run_1/registers.png
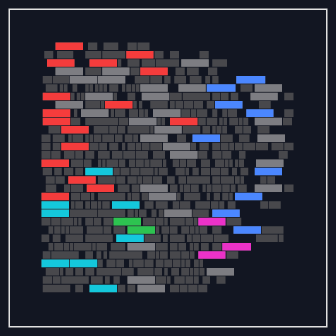
run_1/gate_families.png
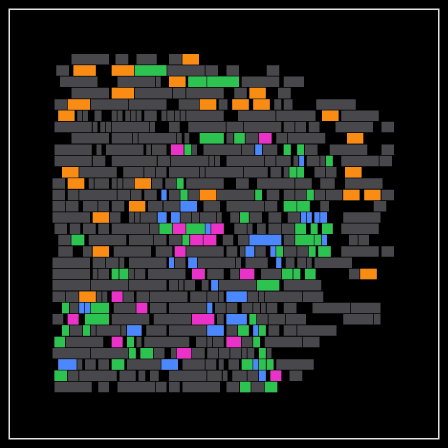
run_1/pdn.png
Pins as bars on the die edge.
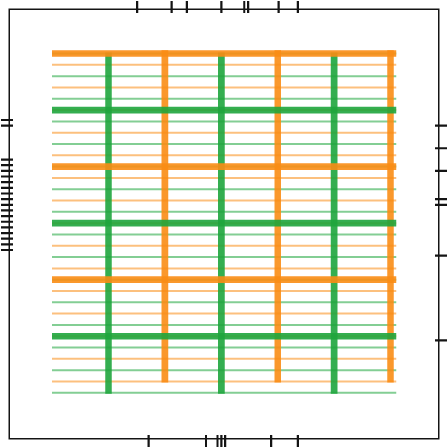
## config.mk

```make
export PLATFORM = sky130hd
export DESIGN_NAME = prog_loader_flat
export DESIGN_NICKNAME = d
export VERILOG_FILES = /design/src/rtl/prog_loader_pkg.sv /design/src/rtl/prog_loader_if.sv /design/src/rtl/prog_loader.sv /design/src/flat_wrapper.sv
export SDC_FILE = /design/constraint.sdc
export NUM_CORES = 1
export LEC_CHECK = 0
export CAP_MARGIN = 25
export CORE_MARGIN = 10
export CORE_UTILIZATION = 50
export CTS_CLUSTER_SIZE = 16
export DETAILED_ROUTE_END_ITERATION = 7
export HOLD_SLACK_MARGIN = 0.06
export PLACE_DENSITY = 0.87
export SYNTH_ARGS = -nofsm -noshare
export SYNTH_HDL_FRONTEND = slang
export SYNTH_SLANG_ARGS = --single-unit
```

## constraint.sdc

```tcl
create_clock -name clk -period 1.7 [get_ports clk]
set_input_delay 0.51 -clock clk [delete_from_list [all_inputs] [get_ports clk]]
set_output_delay 0.51 -clock clk [all_outputs]
set_load 0.03 [all_outputs]
```

## src/rtl/prog_loader_pkg.sv

```systemverilog
// Shared parameters and types for the serial program loader.
package prog_loader_pkg;

    localparam int PC_WIDTH          = 8;
    localparam int INSTRUCTION_WIDTH = 16;

    typedef enum logic [2:0] {
        IDLE  = 3'd0,
        COUNT = 3'd1,
        DATA  = 3'd2,
        WRITE = 3'd3,
        CHECK = 3'd4,
        DONE  = 3'd5
    } state_t;

    function automatic logic [7:0] csum_add(input logic [7:0] acc, input logic [7:0] b);
        return acc + b;
    endfunction

endpackage

```

## src/rtl/prog_loader_if.sv

```systemverilog
// Byte-stream input and instruction-memory write port of the program loader.
interface prog_loader_if
    import prog_loader_pkg::*;
#(
    parameter int PC_WIDTH          = prog_loader_pkg::PC_WIDTH,
    parameter int INSTRUCTION_WIDTH = prog_loader_pkg::INSTRUCTION_WIDTH
) ();

    logic [7:0]                   in_data;
    logic                         in_valid;
    logic                         in_ready;
    logic                         mem_we;
    logic [PC_WIDTH-1:0]          mem_addr;
    logic [INSTRUCTION_WIDTH-1:0] mem_wdata;

    modport master (output in_data, output in_valid, input in_ready,
                    input mem_we, input mem_addr, input mem_wdata);

    modport slave  (input in_data, input in_valid, output in_ready,
                    output mem_we, output mem_addr, output mem_wdata);

endinterface

```

## src/rtl/prog_loader.sv

```systemverilog
// Loads a counted, checksummed byte stream into instruction memory, MSB byte first.
module prog_loader
    import prog_loader_pkg::*;
#(
    parameter int PC_WIDTH          = prog_loader_pkg::PC_WIDTH,
    parameter int INSTRUCTION_WIDTH = prog_loader_pkg::INSTRUCTION_WIDTH
) (
    input  logic          clk,
    input  logic          rst_n,
    input  logic          start,
    prog_loader_if.slave  lif,
    output logic          busy,
    output logic          done,
    output logic          err
);

    localparam int B   = (INSTRUCTION_WIDTH + 7) / 8;
    localparam int SW  = B * 8;
    localparam int TW  = ((PC_WIDTH > 8) ? PC_WIDTH : 8) + 1;
    localparam int BCW = $clog2(B + 1);
    localparam logic [TW-1:0] ONE_TW = {{(TW-1){1'b0}}, 1'b1};
    localparam logic [TW-1:0] CAP    = ONE_TW << PC_WIDTH;

    state_t                       state_r, state_s;
    logic [TW-1:0]                total_r, total_s;
    logic [TW-1:0]                idx_r, idx_s;
    logic [TW-1:0]                count_ext_s;
    logic [BCW-1:0]               bcnt_r, bcnt_s;
    logic [SW-1:0]                shift_r, shift_s;
    logic [7:0]                   csum_r, csum_s;
    logic                         in_ready_r, in_ready_s;
    logic                         mem_we_r, mem_we_s;
    logic [PC_WIDTH-1:0]          mem_addr_r, mem_addr_s;
    logic [INSTRUCTION_WIDTH-1:0] mem_wdata_r, mem_wdata_s;
    logic                         busy_r, busy_s;
    logic                         done_r, done_s;
    logic                         err_r, err_s;
    logic                         accept_s;

    assign accept_s      = lif.in_valid & in_ready_r;
    assign lif.in_ready  = in_ready_r;
    assign lif.mem_we    = mem_we_r;
    assign lif.mem_addr  = mem_addr_r;
    assign lif.mem_wdata = mem_wdata_r;
    assign busy          = busy_r;
    assign done          = done_r;
    assign err           = err_r;

    // Next-state and next-output decode; outputs are registered from these values.
    always_comb begin
        state_s     = state_r;
        total_s     = total_r;
        idx_s       = idx_r;
        bcnt_s      = bcnt_r;
        shift_s     = shift_r;
        csum_s      = csum_r;
        mem_we_s    = 1'b0;
        mem_addr_s  = mem_addr_r;
        mem_wdata_s = mem_wdata_r;
        done_s      = done_r;
        err_s       = err_r;
        count_ext_s = {{(TW-8){1'b0}}, lif.in_data} + ONE_TW;

        case (state_r)
            IDLE, DONE: begin
                if (start) begin
                    state_s = COUNT;
                    done_s  = 1'b0;
                    err_s   = 1'b0;
                    total_s = {TW{1'b0}};
                    idx_s   = {TW{1'b0}};
                    bcnt_s  = {BCW{1'b0}};
                    csum_s  = 8'h00;
                end else begin
                    state_s = state_r;
                end
            end
            COUNT: begin
                if (accept_s) begin
                    total_s = (count_ext_s > CAP) ? CAP : count_ext_s;
                    state_s = DATA;
                end else begin
                    state_s = COUNT;
                end
            end
            DATA: begin
                if (accept_s) begin
                    shift_s = (shift_r << 4'd8) | SW'(lif.in_data);
                    csum_s  = csum_add(csum_r, lif.in_data);
                    if (bcnt_r == BCW'(B - 1)) begin
                        // Output registers are loaded here so they are valid during WRITE.
                        bcnt_s      = {BCW{1'b0}};
                        state_s     = WRITE;
                        mem_we_s    = 1'b1;
                        mem_addr_s  = idx_r[PC_WIDTH-1:0];
                        mem_wdata_s = shift_s[INSTRUCTION_WIDTH-1:0];
                    end else begin
                        bcnt_s = bcnt_r + BCW'(1);
                    end
                end else begin
                    state_s = DATA;
                end
            end
            WRITE: begin
                idx_s = idx_r + ONE_TW;
                if ((idx_r + ONE_TW) == total_r) begin
                    state_s = CHECK;
                end else begin
                    state_s = DATA;
                end
            end
            CHECK: begin
                if (accept_s) begin
                    err_s   = (lif.in_data != csum_r);
                    done_s  = 1'b1;
                    state_s = DONE;
                end else begin
                    state_s = CHECK;
                end
            end
            default: begin
                state_s = IDLE;
            end
        endcase

        in_ready_s = (state_s == COUNT) || (state_s == DATA) || (state_s == CHECK);
        busy_s     = (state_s == COUNT) || (state_s == DATA) ||
                     (state_s == WRITE) || (state_s == CHECK);
    end

    // State, datapath and output registers with immediate clear on reset.
    always_ff @(posedge clk or negedge rst_n) begin
        if (!rst_n) begin
            state_r     <= IDLE;
            total_r     <= {TW{1'b0}};
            idx_r       <= {TW{1'b0}};
            bcnt_r      <= {BCW{1'b0}};
            shift_r     <= {SW{1'b0}};
            csum_r      <= 8'h00;
            in_ready_r  <= 1'b0;
            mem_we_r    <= 1'b0;
            mem_addr_r  <= {PC_WIDTH{1'b0}};
            mem_wdata_r <= {INSTRUCTION_WIDTH{1'b0}};
            busy_r      <= 1'b0;
            done_r      <= 1'b0;
            err_r       <= 1'b0;
        end else begin
            state_r     <= state_s;
            total_r     <= total_s;
            idx_r       <= idx_s;
            bcnt_r      <= bcnt_s;
            shift_r     <= shift_s;
            csum_r      <= csum_s;
            in_ready_r  <= in_ready_s;
            mem_we_r    <= mem_we_s;
            mem_addr_r  <= mem_addr_s;
            mem_wdata_r <= mem_wdata_s;
            busy_r      <= busy_s;
            done_r      <= done_s;
            err_r       <= err_s;
        end
    end

endmodule

```

## src/flat_wrapper.sv

```systemverilog
// flat-port wrapper written by rule: the top's interface ports become plain ports
module prog_loader_flat import prog_loader_pkg::*;
#(
    parameter int PC_WIDTH          = prog_loader_pkg::PC_WIDTH,
    parameter int INSTRUCTION_WIDTH = prog_loader_pkg::INSTRUCTION_WIDTH
)
  (clk, rst_n, start, busy, done, err, lif_in_data, lif_in_valid, lif_in_ready, lif_mem_we, lif_mem_addr, lif_mem_wdata);
  prog_loader_if #(.PC_WIDTH(PC_WIDTH), .INSTRUCTION_WIDTH(INSTRUCTION_WIDTH)) lif_i ();
  input  logic clk;
  input  logic rst_n;
  input  logic start;
  output logic busy;
  output logic done;
  output logic err;
  input wire logic [$bits(lif_i.in_data)-1:0] lif_in_data;
  input wire logic [$bits(lif_i.in_valid)-1:0] lif_in_valid;
  output wire logic [$bits(lif_i.in_ready)-1:0] lif_in_ready;
  output wire logic [$bits(lif_i.mem_we)-1:0] lif_mem_we;
  output wire logic [$bits(lif_i.mem_addr)-1:0] lif_mem_addr;
  output wire logic [$bits(lif_i.mem_wdata)-1:0] lif_mem_wdata;
  assign lif_i.in_data = lif_in_data;
  assign lif_i.in_valid = lif_in_valid;
  assign lif_in_ready = lif_i.in_ready;
  assign lif_mem_we = lif_i.mem_we;
  assign lif_mem_addr = lif_i.mem_addr;
  assign lif_mem_wdata = lif_i.mem_wdata;
  prog_loader #(.PC_WIDTH(PC_WIDTH), .INSTRUCTION_WIDTH(INSTRUCTION_WIDTH)) u_core (.clk(clk), .rst_n(rst_n), .start(start), .lif(lif_i), .busy(busy), .done(done), .err(err));
endmodule
```

==> flow_summary.json, run 1 <==
{
  "warning_count": 29,
  "hold_viol_final": 0,
  "met3_length_um": 676,
  "ys_cells": 339,
  "simple_gate_area_frac": 0.150,
  "tightestPinTransition_ps": 451,
  "initCoreUtil": 0.509,
  "fin_hold_ws_ps": 127,
  "place_ws_ps": -775,
  "switchingPower_mw": 3.82,
  "routabilityCongestion": 0.931,
  "slowest_delay_ps": 430,
  "powerDensity_mw_per_mm2": 1770,
  "max_freq_mhz": 520,
  "hp-class": "in -> async",
  "pg_comb_mw": 4.72,
  "syn_nets": 361,
  "nFillCells": 410,
  "sh_seq_area": 0.337,
  "routedWlPerCell_um": 21.3,
  "synthAoiAreaFrac": 0.143,
  "fp-row-count": 30,
  "most_common_cell": "dfrtp_1",
  "cp.depth": 8,
  "status": "finished with violations",
  "netlist_area_mm2": 0.00344,
  "synth.distinct_cells": 48,
  "edf_count": 0,
  "first_pass_iters": 4,
  "htreeDepth": 3,
  "nClkBuffers": 9,
  "ys_sh_xor": 0.0636,
  "busiest_layer": "met2",
  "grt_use_total": 0.200,
  "ys_sh_mux": 0.0818,
  "route.top_layer_used": "met4",
  "viasPerCell": 6.01,
  "dpl.hpwl_mm": 6.44,
  "endpoint": "u_core.csum_r[6]$_DFFE_PN0P_",
  "floorplan.io_pins": 41,
  "period_needed_ps": 1920,
  "antenna_cells": 0,
  "cts_tree": "done",
  "drive_gt1_frac": 0.401,
  "die_area_mm2": 0.0106,
  "crit_path_max_fanout": 2,
  "mi_logic_area_mm2": 0.00201,
  "r2r_end": "u_core.csum_r[6]$_DFFE_PN0P_",
  "flops": 68,
  "timing.setup.tns_ps": -2610,
  "met2_length_mm": 5.85,
  "drc": 0,
  "topCombFamilyByArea": "simple AND/OR/NAND/NOR gates",
  "arrival_ps": 2170,
  "fin_area_mm2": 0.00506,
  "pwr-share-seq": 0.302,
  "clkTransAtPathRegs_ps": 80,
  "clock.latency.late_pin_ps": 360,
  "relSlewSlack": 0.697,
  "final_layout_top_logic_cells": "65 x dfrtp_1, 62 x buf_4, 50 x nand2_1, 31 x dlygate4sd2_1, 21 x mux2_2",
  "drv_cap": 0,
  "post_dp_cell_area_mm2": 0.00442,
  "clock-sinks": 68,
  "ff_latch_area_mm2": 0.00171,
  "flop_cell": "dfrtp_1",
  "synth_chip_area_mm2": 0.00344,
  "cts_buffers": 9,
  "power_leader": "combinational cells",
  "cp_cell_sequence": "ha_4, fa_2, a21o_1, a21oi_2, o21bai_1, a21oi_1, xor2_1, o21ai_1",
  "buf_share": 0.194,
  "ys_ff": 68,
  "grt_max_degree": 45,
  "synthArstFlopShare": 1.00,
  "violations": "negative setup slack",
  "root_buffer": "clkbuf_8",
  "end_kind": "flip-flop",
  "first_iter_violations": 208,
  "inv_count": 7,
  "place_inst": 507,
  "yosysTopAreaCell": "dfrtp_1",
  "pwr-share-comb": 0.527,
  "clock_path_buffers": 2,
  "leakage_nw": 2.40,
  "largestClassByArea": "logic gates",
  "fin_nets": 471,
  "grt_antenna_before_repair": 0,
  "yosysTopAreaCellShare": 0.495,
  "ys_seq_share": 0.495,
  "clockPowerShare": 0.171,
  "yosysWarnings": 0,
  "cpLargestDelayFamily": "AND-OR/OR-AND gates",
  "swShare": 0.426,
  "finalMaxSlewViolations": 0,
  "finalPower_mw": 8.95,
  "internal_power_mw": 5.14,
  "setup_viol": 33,
  "cp_num_buf_inv": 0,
  "ant_nets": 0,
  "rrSetupSlack_ps": -220,
  "fin_worst_skew_ps": 17.4,
  "adder_share": 0.0385,
  "syn_inst": 339,
  "powerClk_mw": 1.53,
  "startpoint": "u_core.csum_r[0]$_DFFE_PN0P_",
  "wl_met1_mm": 4.33,
  "powerSeq_mw": 2.71,
  "clock_area_frac": 0.0440,
  "nNonClkBuffers": 115,
  "gr-total-overflow": 0,
  "wl_mm": 11.4,
  "worst_slack_ps": -225,
  "worstPathRequired_ps": 1940,
  "area_growth_pct": 47.0,
  "start_kind": "flip-flop",
  "finalCritPeriodShare": 1.13,
  "grt_use_met2": 0.340,
  "tap_cells": 80,
  "numPortBuffers": 40,
  "common_cells": "68 x dfrtp_1, 57 x nand2_1, 25 x mux2_2, 21 x o21ai_0, 20 x nor2_1",
  "synthTopCellsByArea": "dfrtp_1 49%, mux2_2 8.2%, nand2_1 6.2%"
}
About registers.png:
u_core.lif.mem_wdata -> red  # flops 16
u_core.idx_r -> blue  # flops 9
u_core.state_r -> magenta  # flops 3
u_core.csum_r -> cyan  # flops 8
u_core.bcnt_r -> green  # flops 2
not coloured = 30

About gate_families.png:
inverting AOI/OAI gates -> green  # cells 57
NOR gates -> blue  # cells 31, most used nor2_1
multiplexers -> orange  # cells 25, most used mux2_2
AND-OR and OR-AND gates -> magenta  # cells 17, most used a22o_1
fraction of area in multi-input gates: 0.398
final non-filler cell total: 534
most frequent logic cell in the layout: dfrtp_1

About pdn.png:
VSS -> green
VDD -> orange
met5 straps = 6
met1 rails = 31
rows = 30
met4 straps = 6
die y size: 103 um
Worst VDD drop: 0.00102 V
Die Wd: 103 um
core area: 0.00676 mm^2

-- run 1: flip-flops by register name (all words and copies together), names as in the netlist --
register	count
u_core.bcnt_r	2
u_core.busy	1
u_core.csum_r	8
u_core.done	1
u_core.err	1
u_core.idx_r	9
u_core.lif.in_ready	1
u_core.lif.mem_addr	8
u_core.lif.mem_wdata	16
u_core.lif.mem_we	1
u_core.shift_r	8
u_core.state_r	3
u_core.total_r	9
-- run 1: repair_timing --
action | in CTS | in global routing
endpoints found under the setup margin | 84 | 55
pin swaps | 10 | 34
cloned | 1 | 0
hold buffers | 0 | 0
setup buffers | 8 | 6
gates resized | 75 | 63
run_1/zoom.png
Region (1, 52) to (51, 102) um. Cells in grey, sequential cells in the stronger grey; small squares are vias.
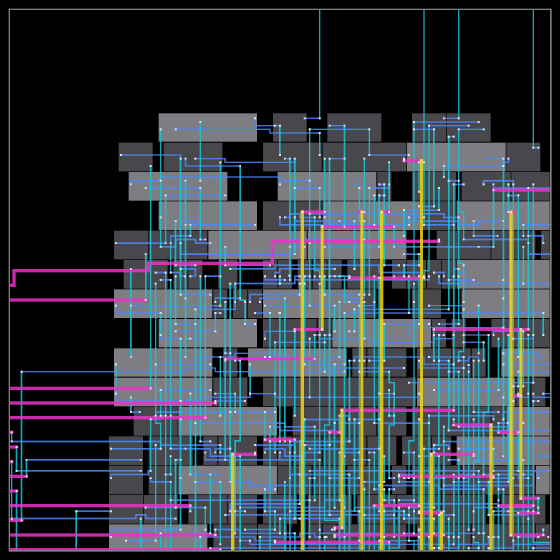

==> run 2, diff against run 1 <==
Settings changed: CORE_UTILIZATION 50 to 46, GPL_ROUTABILITY_DRIVEN set to 0, PLACE_DENSITY 0.87 to 0.81.
run_2/zoom.png
Region (2, 55) to (52, 105) um. Cells in grey, sequential cells in the stronger grey; small squares are vias.
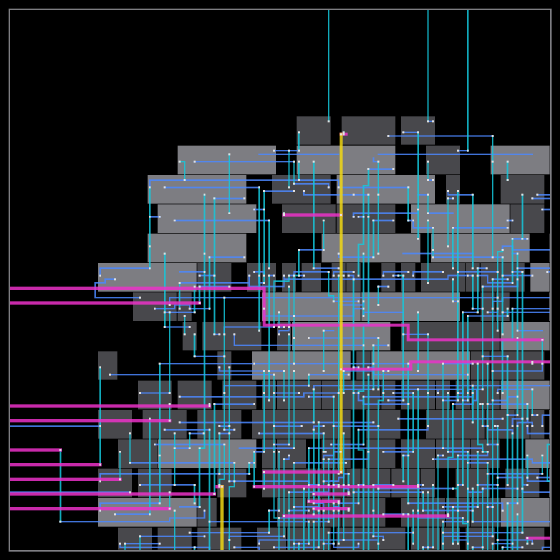
met3 -> magenta
met2 -> cyan
met1 -> blue
met4 -> yellow
most frequent = nand2_1 (27), dfrtp_1 (21), dlygate4sd2_1 (13)
netlist names of flops here include = u_core.lif.mem_wdata (10), u_core.shift_r (7), u_core.total_r (3)
cells with their middle in the window = 115
sequential cells in the window = 21

run_2/pdn.png
Pins as bars on the die edge.
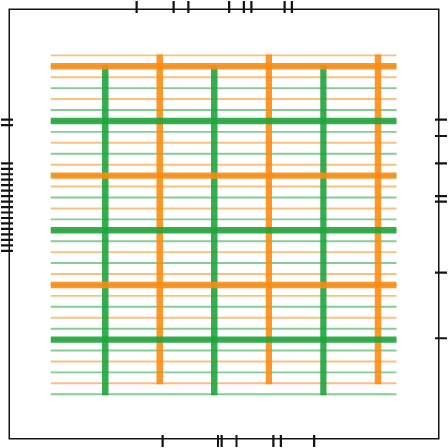
VDD -> orange
VSS -> green
rows = 31
met1 rails = 32
met5 straps = 6
met4 straps = 6
die y size: 106 um
Die Wd: 106 um
core area: 0.00725 mm^2

==> run 2 against run 1 <==
The flow still finishes with violations (negative setup slack). Highest routed layer unchanged. Critical endpoint is now u_core.state_r[1]$_DFF_PN0_. First-iteration DRC count fell by 34%. Die area rose by 7.0%. Via count fell by 5.5%. Register-to-register slack improved by 60 ps. Core utilization fell by 6.5 points. Clock-buffer cell count rose by 1. Non-clock buffer count fell by 3. Area after synthesis did not move. Clock skew fell by 12 ps. Largest power group unchanged. Synthesized cell count did not move. Global-route usage fell by 2.9 points.
==> flow_summary.json, run 2 <==
{
  "pwr-share-comb": 0.499,
  "netlist_area_mm2": 0.00344,
  "route.top_layer_used": "met4",
  "routedWlPerCell_um": 17.5,
  "endpoint": "u_core.state_r[1]$_DFF_PN0_",
  "finalMaxSlewViolations": 0,
  "relSlewSlack": 0.693,
  "cts_tree": "done",
  "htreeDepth": 3,
  "period_needed_ps": 1870,
  "fin_worst_skew_ps": 5.29,
  "final_common_cell": "dfrtp_1",
  "hold_viol_final": 0,
  "status": "finished with violations",
  "grt_use_total": 0.170,
  "flop_cell": "dfrtp_1",
  "first_iter_violations": 138,
  "arrival_ps": 2090,
  "synthArstFlopShare": 1.00,
  "clock_path_buffers": 2,
  "tightestPinTransition_ps": 461,
  "clkTransAtPathRegs_ps": 80,
  "syn_nets": 361,
  "die_area_mm2": 0.0113,
  "startpoint": "u_core.idx_r[4]$_DFFE_PN0P_",
  "nFillCells": 518,
  "max_freq_mhz": 536,
  "wl_mm": 9.63,
  "hold_buffers": 0,
  "synth_chip_area_mm2": 0.00344,
  "adder_share": 0.0385,
  "initCoreUtil": 0.474,
  "cpLargestDelayFamily": "simple AND/OR/NAND/NOR gates",
  "cts_resized": 70,
  "synthTopCellsByArea": "dfrtp_1 49%, mux2_2 8.2%, nand2_1 6.2%",
  "switchingPower_mw": 3.38,
  "gr-total-overflow": 0,
  "slowest_delay_ps": 440,
  "grt_max_degree": 28,
  "powerDensity_mw_per_mm2": 1680,
  "hp-class": "in -> async",
  "busiest_layer": "met2",
  "place_inst": 527,
  "ys_cells": 339,
  "violations": "negative setup slack",
  "clock-sinks": 68,
  "clock.latency.late_pin_ps": 350,
  "fp-row-count": 31,
  "synthAoiAreaFrac": 0.143,
  "r2r_end": "u_core.state_r[1]$_DFF_PN0_",
  "wl_met1_mm": 3.81,
  "cts_buffers": 9,
  "ys_seq_share": 0.495,
  "yosysTopAreaCellShare": 0.495,
  "topCombFamilyByArea": "simple AND/OR/NAND/NOR gates",
  "warning_count": 29,
  "power_leader": "combinational cells",
  "first_pass_iters": 4,
  "clockPowerShare": 0.183,
  "largest_register_ffs": 16,
  "place_ws_ps": -784,
  "worst_slack_ps": -166,
  "yosysTopAreaCell": "dfrtp_1",
  "finalCritPeriodShare": 1.10,
  "cp.depth": 6,
  "numPortBuffers": 40,
  "powerClk_mw": 1.52,
  "edf_count": 0,
  "ys_ff": 68,
  "final_layout_top_logic_cells": "64 x dfrtp_1, 62 x buf_4, 55 x nand2_1, 31 x dlygate4sd2_1, 21 x mux2_2",
  "most_common_cell": "dfrtp_1",
  "area_growth_pct": 44.1,
  "pwr-share-seq": 0.318,
  "setup_viol": 23,
  "yosysWarnings": 0,
  "floorplan.io_pins": 41,
  "rrSetupSlack_ps": -170,
  "common_cells": "68 x dfrtp_1, 57 x nand2_1, 25 x mux2_2, 21 x o21ai_0, 20 x nor2_1",
  "finalPower_mw": 8.32,
  "simple_gate_area_frac": 0.150,
  "internal_power_mw": 4.94,
  "post_cts_buffers": 3,
  "post_dp_cell_area_mm2": 0.00445,
  "root_buffer": "clkbuf_8"
}
==> run 2: final cells by class <==
| cell class | count | area, um^2 | area share |
|---|---|---|---|
| flip-flops and latches | 68 | 1710 | 0.344 |
| clock inverters | 6 | 86.3 | 0.0174 |
| well taps | 99 | 124 | 0.0250 |
| multi-input cells | 249 | 1910 | 0.386 |
| inverters | 7 | 31.3 | 0.00631 |
| repair buffers | 112 | 957 | 0.193 |
| clock buffers | 10 | 138 | 0.0278 |
==> run 2: metrics by stage <==
step                TNS, ps  hold slack (ps)  utilization
floorplan              -238              214            -
global placement     -22200              457        0.614
detailed placement   -23490              459        0.614
CTS                    -450              100        0.658
global route          -2450              125        0.683
finish                 -752             97.4        0.683
run_2/gate_families.png
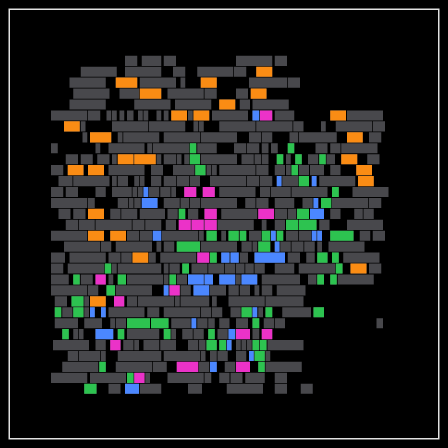

==> run 3, diff against run 2 <==
Settings changed: CTS_CLUSTER_SIZE 16 to 24, TNS_END_PERCENT set to 50.
run_3/gate_families.png
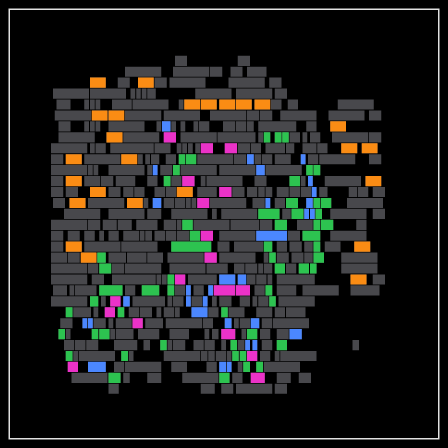
NOR gates -> blue  # cells 31, most used nor2_1
inverting AOI/OAI gates -> green  # cells 57, most used o21ai_0
multiplexers -> orange  # cells 25, most used mux2_2
AND-OR and OR-AND gates -> magenta  # cells 18, most used a22o_1

==> run 3 against run 2 <==
The run still ends with negative setup slack left. Routed wire length is 6.3% lower. Via count is 2.4% lower. Clock power about the same. Final area shrank 1.7%. Fmax rose by 0.53%. Final cell count decreased by 0.18%. Register-to-register slack about the same. Largest cell class unchanged. Largest power group unchanged.
==> flow_summary.json, run 3 <==
{
  "status": "finished with violations",
  "violations": "negative setup slack",
  "clkTransAtPathRegs_ps": 80,
  "post_dp_cell_area_mm2": 0.00448,
  "cts_tree": "done",
  "edf_count": 0,
  "final_layout_top_logic_cells": "65 x dfrtp_1, 60 x buf_4, 55 x nand2_1, 31 x dlygate4sd2_1, 25 x mux2_2",
  "pg_comb_mw": 4.01,
  "area_growth_pct": 41.6,
  "wl_mm": 9.02,
  "common_cells": "68 x dfrtp_1, 57 x nand2_1, 25 x mux2_2, 21 x o21ai_0, 20 x nor2_1",
  "slowest_stage": "dfrtp_1",
  "htreeDepth": 3,
  "clock_path_buffers": 2,
  "relSlewSlack": 0.702,
  "ys_sh_mux": 0.0818,
  "tightestPinTransition_ps": 446,
  "floorplan.io_pins": 41,
  "syn_inst": 339,
  "synthAoiAreaFrac": 0.143,
  "first_iter_violations": 105,
  "timing.setup.tns_ps": -471,
  "crit_type": "reg -> reg",
  "dr_total_vias": 2961,
  "pwr-share-seq": 0.322,
  "worstPathRequired_ps": 1950,
  "mi_logic_area_mm2": 0.00184,
  "synth_chip_area_mm2": 0.00344,
  "max_freq_mhz": 539,
  "root_buffer": "clkbuf_8",
  "synth_area_per_cell_um2": 10.1,
  "internal_power_mw": 4.83,
  "antenna_cells": 0,
  "initCoreUtil": 0.474,
  "powerClk_mw": 1.52,
  "synthArstFlopShare": 1.00,
  "hold_viol_final": 0,
  "reg2reg_depth": 8,
  "ys_sh_xor": 0.0636,
  "fin_area_mm2": 0.00487,
  "crit_path_max_fanout": 2,
  "place_ws_ps": -765,
  "powerSeq_mw": 2.63,
  "adder_share": 0.0385,
  "ys_seq_share": 0.495,
  "dpl.hpwl_mm": 6.26,
  "core_area_mm2": 0.00725,
  "end_kind": "flip-flop",
  "drc": 0,
  "clock.latency.late_pin_ps": 360,
  "most_common_cell": "dfrtp_1",
  "die_area_mm2": 0.0113,
  "synthTopCellsByArea": "dfrtp_1 49%, mux2_2 8.2%, nand2_1 6.2%",
  "endpoint": "u_core.csum_r[6]$_DFFE_PN0P_",
  "fin_hold_ws_ps": 47.8,
  "leakage_nw": 2.36,
  "yosysWarnings": 0,
  "ys_ff": 68,
  "switchingPower_mw": 3.33,
  "topCombFamilyByArea": "simple AND/OR/NAND/NOR gates",
  "yosysTopAreaCellShare": 0.495,
  "routedWlPerCell_um": 16.4,
  "first_pass_iters": 4,
  "setup_viol": 4,
  "arrival_ps": 2110,
  "ys_cells": 339,
  "grt_max_degree": 22,
  "place_inst": 529,
  "clockPowerShare": 0.187,
  "fp-row-count": 31,
  "finalCritPeriodShare": 1.09,
  "simple_gate_area_frac": 0.150,
  "fin_nets": 468,
  "r2r-start": "u_core.csum_r[0]$_DFFE_PN0P_",
  "die_y_um": 106,
  "grt_antenna_before_repair": 0,
  "r2r_end": "u_core.csum_r[6]$_DFFE_PN0P_",
  "cp_cell_sequence": "ha_2, fa_2, a21o_1, a21oi_2, o21bai_1, a21oi_1, xor2_1, o21ai_1",
  "grt_pass1_vias": 3097,
  "hp-class": "in -> async",
  "die_w_um": 106,
  "pwr-share-comb": 0.491,
  "nFillCells": 552,
  "finalPower_mw": 8.16,
  "ant_nets": 0,
  "instances_no_fill": 550,
  "fin_worst_skew_ps": 9.14,
  "ff_latch_area_mm2": 0.00171,
  "worst_slack_ps": -157,
  "cp.depth": 8,
  "finalMaxSlewViolations": 0,
  "viasPerCell": 5.38,
  "cts_buffers": 9,
  "flop_cell": "dfrtp_1",
  "numPortBuffers": 40,
  "powerDensity_mw_per_mm2": 1670,
  "rsz0062_at_grt": "yes",
  "swShare": 0.408,
  "slowest_delay_ps": 390,
  "grt_pass1_wl_mm": 15.0,
  "rrSetupSlack_ps": -160,
  "final_core_util": 0.672,
  "yosysTopAreaCell": "dfrtp_1",
  "startpoint": "u_core.csum_r[0]$_DFFE_PN0P_",
  "cts_resized": 61,
  "drive_gt1_frac": 0.346,
  "clock-sinks": 68,
  "drv_cap": 0,
  "gr-total-overflow": 0,
  "period_needed_ps": 1860,
  "warning_count": 29,
  "syn_nets": 361,
  "grt_use_total": 0.163,
  "largest_register_ffs": 16,
  "cpLargestDelayFamily": "AND-OR/OR-AND gates",
  "cp_num_buf_inv": 0,
  "final_common_cell": "dfrtp_1",
  "power_leader": "combinational cells",
  "hold_buffers": 0,
  "synth.distinct_cells": 48,
  "start_kind": "flip-flop",
  "netlist_area_mm2": 0.00344,
  "post_cts_buffers": 1
}
run_3/pdn.png
Pins as bars on the die edge.
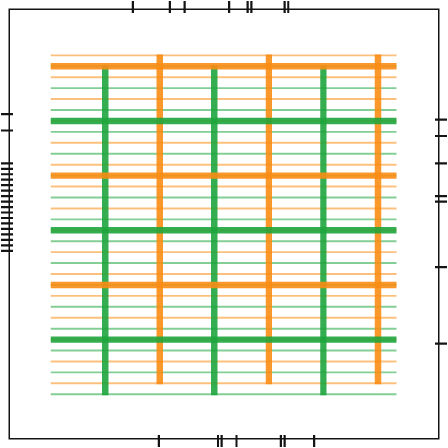
VSS -> green
VDD -> orange
signal pins = 41
met4 straps = 6
met5 straps = 6
Worst VDD drop: 0.00105 V

-- run 3: cell counts after synthesis --
No cell type changed its count.
-- run 3: metal layers --
layer	part of all wire	GRT usage	up-vias	wire length (um)
li1	-	-	1416	-
met1	0.42	0.184	1451	3820
met2	0.50	0.275	75	4540
met3	0.049	0.0477	19	446
met4	0.025	0.0803	0	224
met5	0	0	-	0
-- run 3: logic make-up after synthesis --
kind of cell,after synthesis
AND/OR/NAND/NOR,114
AND-OR/OR-AND,74
flip-flops,68
XOR/XNOR,25
multiplexers,25
buffers and inverters,23
adder cells (fa/ha/maj),10
-- run 3: layout make-up --
class / instances / area share
timing repair buffer: 111 / 0.196
multi-input combinational: 249 / 0.377
inverter: 7 / 0.00591
tap: 99 / 0.0254
clock inverter: 7 / 0.0203
sequential: 68 / 0.350
clock buffer: 9 / 0.0254
No activity file was given, so power comes from the tool's default toggle rates.
